===== src/rtl/serial_subtractor_pkg.sv =====
// Shared types for the bit-serial subtractor: FSM state encoding and counter sizing.
package serial_subtractor_pkg;

  typedef enum logic [1:0] {
    IDLE = 2'b00,
    RUN  = 2'b01,
    DONE = 2'b10
  } state_t;

  localparam int DEFAULT_WIDTH = 8;
  localparam int DEFAULT_CNT_W = $clog2(DEFAULT_WIDTH + 1);

  // The counter must be able to represent WIDTH itself, hence WIDTH+1.
  function automatic int cnt_width(input int width);
    return $clog2(width + 1);
  endfunction

endpackage


===== src/rtl/serial_subtractor_if.sv =====
// Request/result bundle of the bit-serial subtractor.
// SERIAL_SUB_OVERFLOW_EN adds the signed-overflow result bit.
interface serial_subtractor_if #(
  parameter int WIDTH = 8
);
  logic             start;
  logic [WIDTH-1:0] a;
  logic [WIDTH-1:0] b;
  logic             borrow_in;
  logic             ready;
  logic             busy;
  logic             done;
  logic [WIDTH-1:0] d;
  logic             borrow_out;
`ifdef SERIAL_SUB_OVERFLOW_EN
  logic             overflow;
`endif

  modport master (
    output start, a, b, borrow_in,
`ifdef SERIAL_SUB_OVERFLOW_EN
    input  overflow,
`endif
    input  ready, busy, done, d, borrow_out
  );

  modport slave (
    input  start, a, b, borrow_in,
`ifdef SERIAL_SUB_OVERFLOW_EN
    output overflow,
`endif
    output ready, busy, done, d, borrow_out
  );

endinterface


===== src/rtl/serial_subtractor_full_subtractor_cell.sv =====
// Single-bit full subtractor: d = a - b - borrow_in, with borrow out.
module full_subtractor_cell (
  input  logic a,
  input  logic b,
  input  logic borrow_in,
  output logic d,
  output logic borrow_out
);

  assign d          = a ^ b ^ borrow_in;
  assign borrow_out = (~a & b) | (~(a ^ b) & borrow_in);

endmodule


===== src/rtl/serial_subtractor.sv =====
// Bit-serial a - b - borrow_in, LSB first, one bit per clock over WIDTH cycles.
// Optional SERIAL_SUB_OVERFLOW_EN: adds a signed-overflow output held with d.
module serial_subtractor
  import serial_subtractor_pkg::*;
#(
  parameter int WIDTH = DEFAULT_WIDTH
) (
  input  logic                clk,
  input  logic                reset,
  serial_subtractor_if.slave  bus
);

  localparam int               CNT_W    = cnt_width(WIDTH);
  localparam logic [CNT_W-1:0] CNT_LAST = CNT_W'(WIDTH - 1);
  localparam logic [CNT_W-1:0] CNT_ONE  = CNT_W'(1);

  state_t           state_q;
  state_t           state_d;
  logic [WIDTH-1:0] a_sh;
  logic [WIDTH-1:0] b_sh;
  logic [WIDTH-2:0] res_sh;
  logic [WIDTH-1:0] res_next;
  logic [WIDTH-1:0] d_q;
  logic             borrow_q;
  logic             borrow_out_q;
  logic [CNT_W-1:0] cnt_q;
  logic             cell_d;
  logic             cell_borrow;
  logic             accept;
  logic             last_bit;

  full_subtractor_cell u_cell (
    .a          (a_sh[0]),
    .b          (b_sh[0]),
    .borrow_in  (borrow_q),
    .d          (cell_d),
    .borrow_out (cell_borrow)
  );

  always_comb begin
    state_d  = state_q;
    accept   = 1'b0;
    last_bit = (cnt_q == CNT_LAST);
    res_next = {cell_d, res_sh};
    case (state_q)
      IDLE: begin
        if (bus.start) begin
          accept  = 1'b1;
          state_d = RUN;
        end
      end
      RUN: begin
        if (last_bit) state_d = DONE;
      end
      DONE: begin
        if (bus.start) begin
          accept  = 1'b1;
          state_d = RUN;
        end else begin
          state_d = IDLE;
        end
      end
      default: state_d = IDLE;
    endcase
  end

`ifdef SERIAL_SUB_OVERFLOW_EN
  logic a_msb_q;
  logic b_msb_q;
  logic overflow_q;
`endif

  // The result register only needs WIDTH-1 bits: the final bit comes straight from the cell.
  always_ff @(posedge clk) begin
    if (reset) begin
      state_q      <= IDLE;
      a_sh         <= '0;
      b_sh         <= '0;
      res_sh       <= '0;
      d_q          <= '0;
      borrow_q     <= 1'b0;
      borrow_out_q <= 1'b0;
      cnt_q        <= '0;
`ifdef SERIAL_SUB_OVERFLOW_EN
      a_msb_q      <= 1'b0;
      b_msb_q      <= 1'b0;
      overflow_q   <= 1'b0;
`endif
    end else begin
      state_q <= state_d;
      if (accept) begin
        a_sh     <= bus.a;
        b_sh     <= bus.b;
        borrow_q <= bus.borrow_in;
        res_sh   <= '0;
        cnt_q    <= '0;
`ifdef SERIAL_SUB_OVERFLOW_EN
        a_msb_q  <= bus.a[WIDTH-1];
        b_msb_q  <= bus.b[WIDTH-1];
`endif
      end else if (state_q == RUN) begin
        a_sh     <= a_sh >> 1;
        b_sh     <= b_sh >> 1;
        borrow_q <= cell_borrow;
        res_sh   <= res_next[WIDTH-1:1];
        if (last_bit) begin
          cnt_q        <= '0;
          d_q          <= res_next;
          borrow_out_q <= cell_borrow;
`ifdef SERIAL_SUB_OVERFLOW_EN
          overflow_q   <= (a_msb_q != b_msb_q) && (res_next[WIDTH-1] != a_msb_q);
`endif
        end else begin
          cnt_q <= cnt_q + CNT_ONE;
        end
      end
    end
  end

  assign bus.ready      = (state_q == IDLE) || (state_q == DONE);
  assign bus.busy       = (state_q == RUN);
  assign bus.done       = (state_q == DONE);
  assign bus.d          = d_q;
  assign bus.borrow_out = borrow_out_q;
`ifdef SERIAL_SUB_OVERFLOW_EN
  assign bus.overflow   = overflow_q;
`endif

endmodule


===== src/flat_wrapper.sv =====
// flat-port wrapper written by rule: the top's interface ports become plain ports
module serial_subtractor_flat import serial_subtractor_pkg::*;
#(
  parameter int WIDTH = DEFAULT_WIDTH
)
  (clk, reset, bus_start, bus_a, bus_b, bus_borrow_in, bus_ready, bus_busy, bus_done, bus_d, bus_borrow_out);
  serial_subtractor_if #(.WIDTH(WIDTH)) bus_i ();
  input  logic clk;
  input  logic reset;
  input wire logic [$bits(bus_i.start)-1:0] bus_start;
  input wire logic [$bits(bus_i.a)-1:0] bus_a;
  input wire logic [$bits(bus_i.b)-1:0] bus_b;
  input wire logic [$bits(bus_i.borrow_in)-1:0] bus_borrow_in;
  output wire logic [$bits(bus_i.ready)-1:0] bus_ready;
  output wire logic [$bits(bus_i.busy)-1:0] bus_busy;
  output wire logic [$bits(bus_i.done)-1:0] bus_done;
  output wire logic [$bits(bus_i.d)-1:0] bus_d;
  output wire logic [$bits(bus_i.borrow_out)-1:0] bus_borrow_out;
  assign bus_i.start = bus_start;
  assign bus_i.a = bus_a;
  assign bus_i.b = bus_b;
  assign bus_i.borrow_in = bus_borrow_in;
  assign bus_ready = bus_i.ready;
  assign bus_busy = bus_i.busy;
  assign bus_done = bus_i.done;
  assign bus_d = bus_i.d;
  assign bus_borrow_out = bus_i.borrow_out;
  serial_subtractor #(.WIDTH(WIDTH)) u_core (.clk(clk), .reset(reset), .bus(bus_i));
endmodule

===== config.mk =====
export PLATFORM = sky130hd
export DESIGN_NAME = serial_subtractor_flat
export DESIGN_NICKNAME = d
export VERILOG_FILES = /design/src/rtl/serial_subtractor_pkg.sv /design/src/rtl/serial_subtractor_if.sv /design/src/rtl/serial_subtractor_full_subtractor_cell.sv /design/src/rtl/serial_subtractor.sv /design/src/flat_wrapper.sv
export SDC_FILE = /design/constraint.sdc
export NUM_CORES = 1
export LEC_CHECK = 0
export ABC_AREA = 1
export CORE_AREA = 2 2 69 78
export CTS_CLUSTER_DIAMETER = 80
export DETAILED_ROUTE_END_ITERATION = 7
export DIE_AREA = 0 0 71 80
export SETUP_SLACK_MARGIN = 0.3
export SLEW_MARGIN = 20
export SYNTH_ARGS = -nofsm -noshare
export SYNTH_HDL_FRONTEND = slang
export SYNTH_SLANG_ARGS = --single-unit

===== constraint.sdc =====
create_clock -name clk -period 1.7 [get_ports clk]
set_clock_uncertainty 0.2 [all_clocks]
set_input_delay 0.17 -clock clk [delete_from_list [all_inputs] [get_ports clk]]
set_output_delay 0.17 -clock clk [all_outputs]
set_load 0.02 [all_outputs]

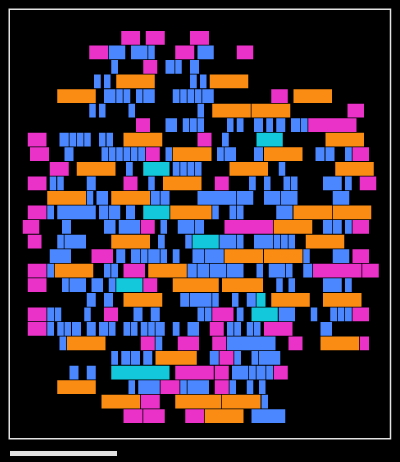
(run_1/placement_by_type.png)
Scale bar: 20 µm.
Key: clock drivers and dummy loads = cyan [cells 8, share of their area 4.6%]; other buffers and delay cells = magenta [cells 57, share of their area 22%]; combinational and other logic = blue [cells 206, share of their area 42%]; flops = orange [cells 39, share of their area 31%]
site row count: 27
Core Region: 0.00490 mm²
Final Util: 0.540
Seq/total area: 0.299
post-route cell area: 0.00265 mm²

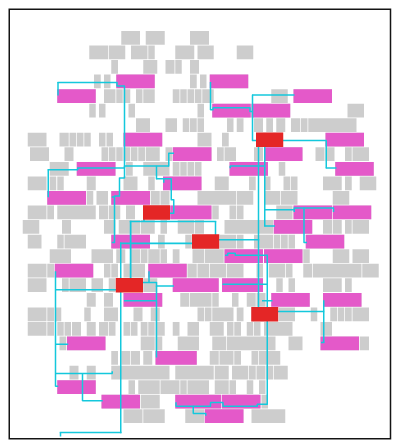
(run_1/clk_routes.png)
Key: clock wires = cyan [length 516 µm]; flip-flops = magenta [count 39]; clock drivers = red [count 5]
There are 6 routed clock nets. Position of the flops: widely spread.

==> results.ini, run 1 <==
[yosys]
ys_sh_aoi = 0.0993
yosysCellCount = 254
edf_count = 0
mux_share = 0
synth_xor_xnor_area_share = 0
ys_types = 25
ys_seq_share = 0.422

[floorplanning]
ios = 32

[power]
ir_drop_mv = 0.452
switching_share = 0.255

[finish]
fillers = 474
stdcell_count = 368
n_all_inverters = 39

[status]
status = completed

[detailed_routing]
wl_met3_um = 115
drt_iter0_drc = 59

[cts]
postCtsSetupBuffers = 2
cts.sinks = 39

[placed_design]
post-place-ws_ps = 0.500
gp_congestion = 0.749

[critical_path]
critPathKind = flip-flop to flip-flop
startpoint_type = flip-flop
crit_path_end = u_core.bus.d[0]

[flow_run]
cap_violations = 0

[sta]
maxSlewViolCount = 0

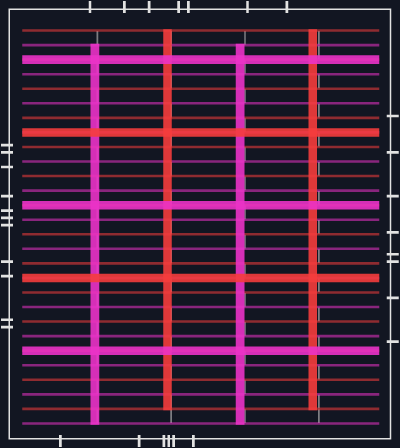
(run_1/power_grid.png)
Pins as bars on the die edge. Tap cells in grey.
Key: VDD = red; VSS = magenta
4 straps on met4. 28 met1 rails follow the rows. 58 tap cells.

## Run 2: what changed since run 1
==> constraint.sdc (replaced) <==
create_clock -name clk -period 1.2 [get_ports clk]
set_clock_uncertainty 0.2 [all_clocks]
set_input_delay 0.12 -clock clk [delete_from_list [all_inputs] [get_ports clk]]
set_output_delay 0.12 -clock clk [all_outputs]
set_load 0.02 [all_outputs]
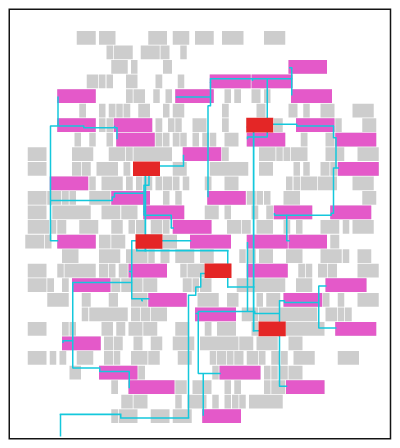
(run_2/clk_routes.png)
Key: clock drivers = red [count 5]; clock wires = cyan [length 507 µm]; flip-flops = magenta [count 39]
There are 6 routed clock nets. Position of the flops: widely spread.
P_clk: 1100 µW
clock latency on the worst-skew pair: 300 ps

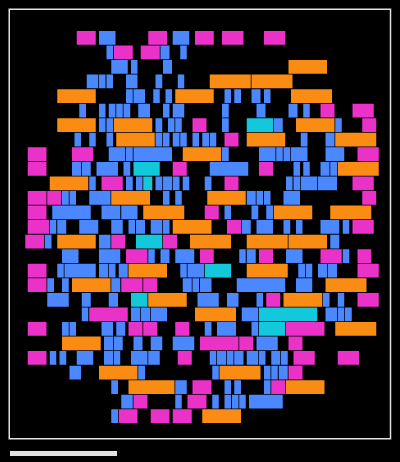
(run_2/placement_by_type.png)
Scale bar: 20 µm.
Key: flops = orange [cells 39, share of their area 30%]; other buffers and delay cells = magenta [cells 65, share of their area 23%]; combinational and other logic = blue [cells 207, share of their area 43%]; clock drivers and dummy loads = cyan [cells 8, share of their area 4.2%]

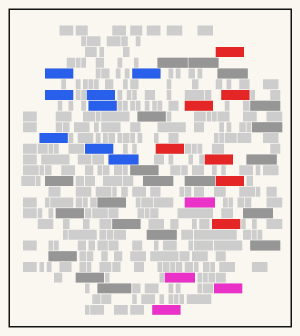
(run_2/flops_by_reg.png)
Key: `u_core.res_sh` = red [sequential cells 7]; `u_core.a_sh` = blue [sequential cells 8]; `u_core.cnt_q` = magenta [sequential cells 4]

==> results.ini, run 2 <==
[cts]
cts.sinks = 39  ; unchanged
postCtsSetupBuffers = 3  ; +1
cts_resized = 101
ctsHoldBuffers = 0

[yosys]
ys_seq_share = 0.422  ; unchanged
yosysCellCount = 254  ; unchanged
ys_types = 25  ; unchanged
mux_share = 0  ; unchanged
ys_sh_aoi = 0.0993  ; unchanged
synth_xor_xnor_area_share = 0  ; unchanged

[grt]
grt_pass1_vias = 1636
use_met2 = 0.267
use_met1 = 0.173

[sta]
hold_violations = 0
maxSlewViolCount = 0  ; unchanged
postLayoutSetupSlackWorst_ps = -148
setup_viol = 41

[floorplanning]
core_mm2 = 0.00490  ; unchanged
die_x_um = 71
ios = 32  ; unchanged
row_count = 27  ; unchanged

[flow_run]
cap_violations = 0  ; unchanged
warnings = 29

[finish]
fin_nets = 340
fillers = 469  ; -1.1%
postLayoutCellArea_mm2 = 0.00277  ; +4.8%
stdcell_count = 377  ; +2.4%
seq_share = 0.289  ; -0.0100

[critical_path]
startpoint_type = flip-flop
cpMaxStageDelayCell = dfxtp_2
crit_path_end = bus_done
critPathKind = flip-flop to output port

[placed_design]
detailed_place_hpwl_um = 2770
post-place-ws_ps = -347  ; -347 ps

[status]
status = finished, violations left
violations = negative setup slack

[detailed_routing]
drtAntennaViolNets = 0
drt_iter0_drc = 72  ; +22%
wl_met3_um = 110  ; -4.3%

[power]
switching_share = 0.269  ; +0.0138
ir_drop_mv = 0.621  ; +37%

## Run 3: what changed since run 2
--- a/config.mk
+++ b/config.mk
@@ -6,10 +6,10 @@
 export NUM_CORES = 1
 export LEC_CHECK = 0
 export ABC_AREA = 1
-export CORE_AREA = 2 2 69 78
+export CORE_AREA = 4 4 71 80
 export CTS_CLUSTER_DIAMETER = 80
 export DETAILED_ROUTE_END_ITERATION = 7
-export DIE_AREA = 0 0 71 80
+export DIE_AREA = 0 0 75 84
 export SETUP_SLACK_MARGIN = 0.3
 export SLEW_MARGIN = 20
 export SYNTH_ARGS = -nofsm -noshare
==> constraint.sdc (replaced) <==
create_clock -name clk -period 1.3 [get_ports clk]
set_clock_uncertainty 0.2 [all_clocks]
set_input_delay 0.13 -clock clk [delete_from_list [all_inputs] [get_ports clk]]
set_output_delay 0.13 -clock clk [all_outputs]
set_load 0.02 [all_outputs]
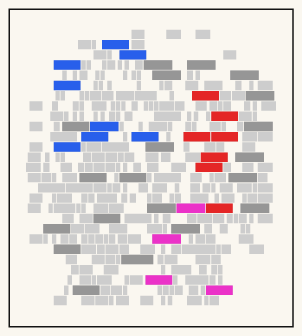
(run_3/flops_by_reg.png)
Key: `u_core.a_sh` = blue [sequential cells 8]; `u_core.res_sh` = red [sequential cells 7, where middle right]; `u_core.cnt_q` = magenta [sequential cells 4, where bottom centre]
Final Util: 0.597
Sequential Power: 1290 µW
sequential cell area: 803 µm²
Seq/total area: 0.274

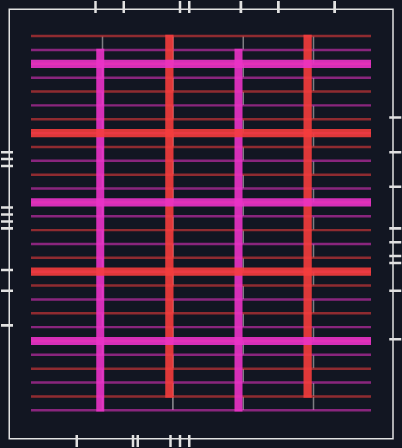
(run_3/power_grid.png)
Pins as bars on the die edge. Tap cells in grey.
Key: VSS = magenta; VDD = red
5 straps on met5. 32 signal pins sit on the boundary. The core has 27 rows.
Die Wd: 75 µm
die y size: 84 µm
Max IR drop VDD: 0.487 mV

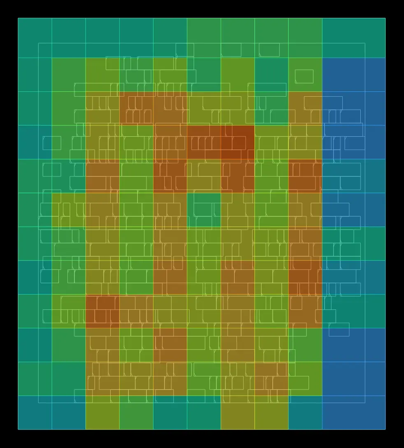
(run_3/congestion.png)
GR peak layer: met2
GRT Total Usage: 0.153
met1 usage: 0.185
WL per Instance: 12.0 µm

==> results.ini, run 3 <==
[sta]
whs_ps = 208
hold_violations = 0  ; unchanged
postLayoutSetupSlackWorst_ps = -71.7  ; +76.1 ps
setup_viol = 28  ; -32%
relSlewSlack = 0.859
maxSlewViolCount = 0  ; unchanged

[yosys]
synth_xor_xnor_area_share = 0  ; unchanged
synth_area_mm2 = 0.00185
ys_sh_aoi = 0.0993  ; unchanged
synth-adder-area-share = 0.0176
yosysWarnings = 0
ys_types = 25  ; unchanged
yosysCellCount = 254  ; unchanged
ys_seq_share = 0.422  ; unchanged
mux_share = 0  ; unchanged

[cts]
insertion_delay_ps = 290  ; about the same
cts_resized = 121  ; +20%
cts.sinks = 39  ; unchanged
postCtsSetupBuffers = 9  ; +6

[placed_design]
detailed_place_hpwl_um = 2860  ; +3.1%
gp_congestion = 0.748
post-place-ws_ps = -233  ; +114 ps

[floorplanning]
core_mm2 = 0.00490  ; unchanged
row_count = 27  ; unchanged
ios = 32  ; unchanged

[worst_hold_path]
min_to = u_core.b_sh[7]

[grt]
grt_pass1_vias = 1727  ; +5.6%
grt_max_degree = 21
use_met2 = 0.258  ; -0.00897

[critical_path]
startpoint_type = flip-flop
r2r_start = u_core.cnt_q[1]
cpMaxStageDelayCell = dfxtp_2
critPathKind = flip-flop to flip-flop
crit_path_end = u_core.bus.borrow_out

[status]
violations = negative setup slack
status = finished, violations left

[finish]
fillers = 442  ; -5.8%
fin_nets = 343  ; +0.88%
postLayoutCellArea_mm2 = 0.00293  ; +5.6%

[detailed_routing]
drtAntennaViolNets = 0  ; unchanged
drt_iter0_drc = 47  ; -35%
wl_met3_um = 231  ; +110%

[power]
clk-power_uw = 812  ; -26%

[flow_run]
warnings = 29  ; unchanged
cap_violations = 0  ; unchanged

Power figures rest on the tool's default switching activity, not on a simulated workload.
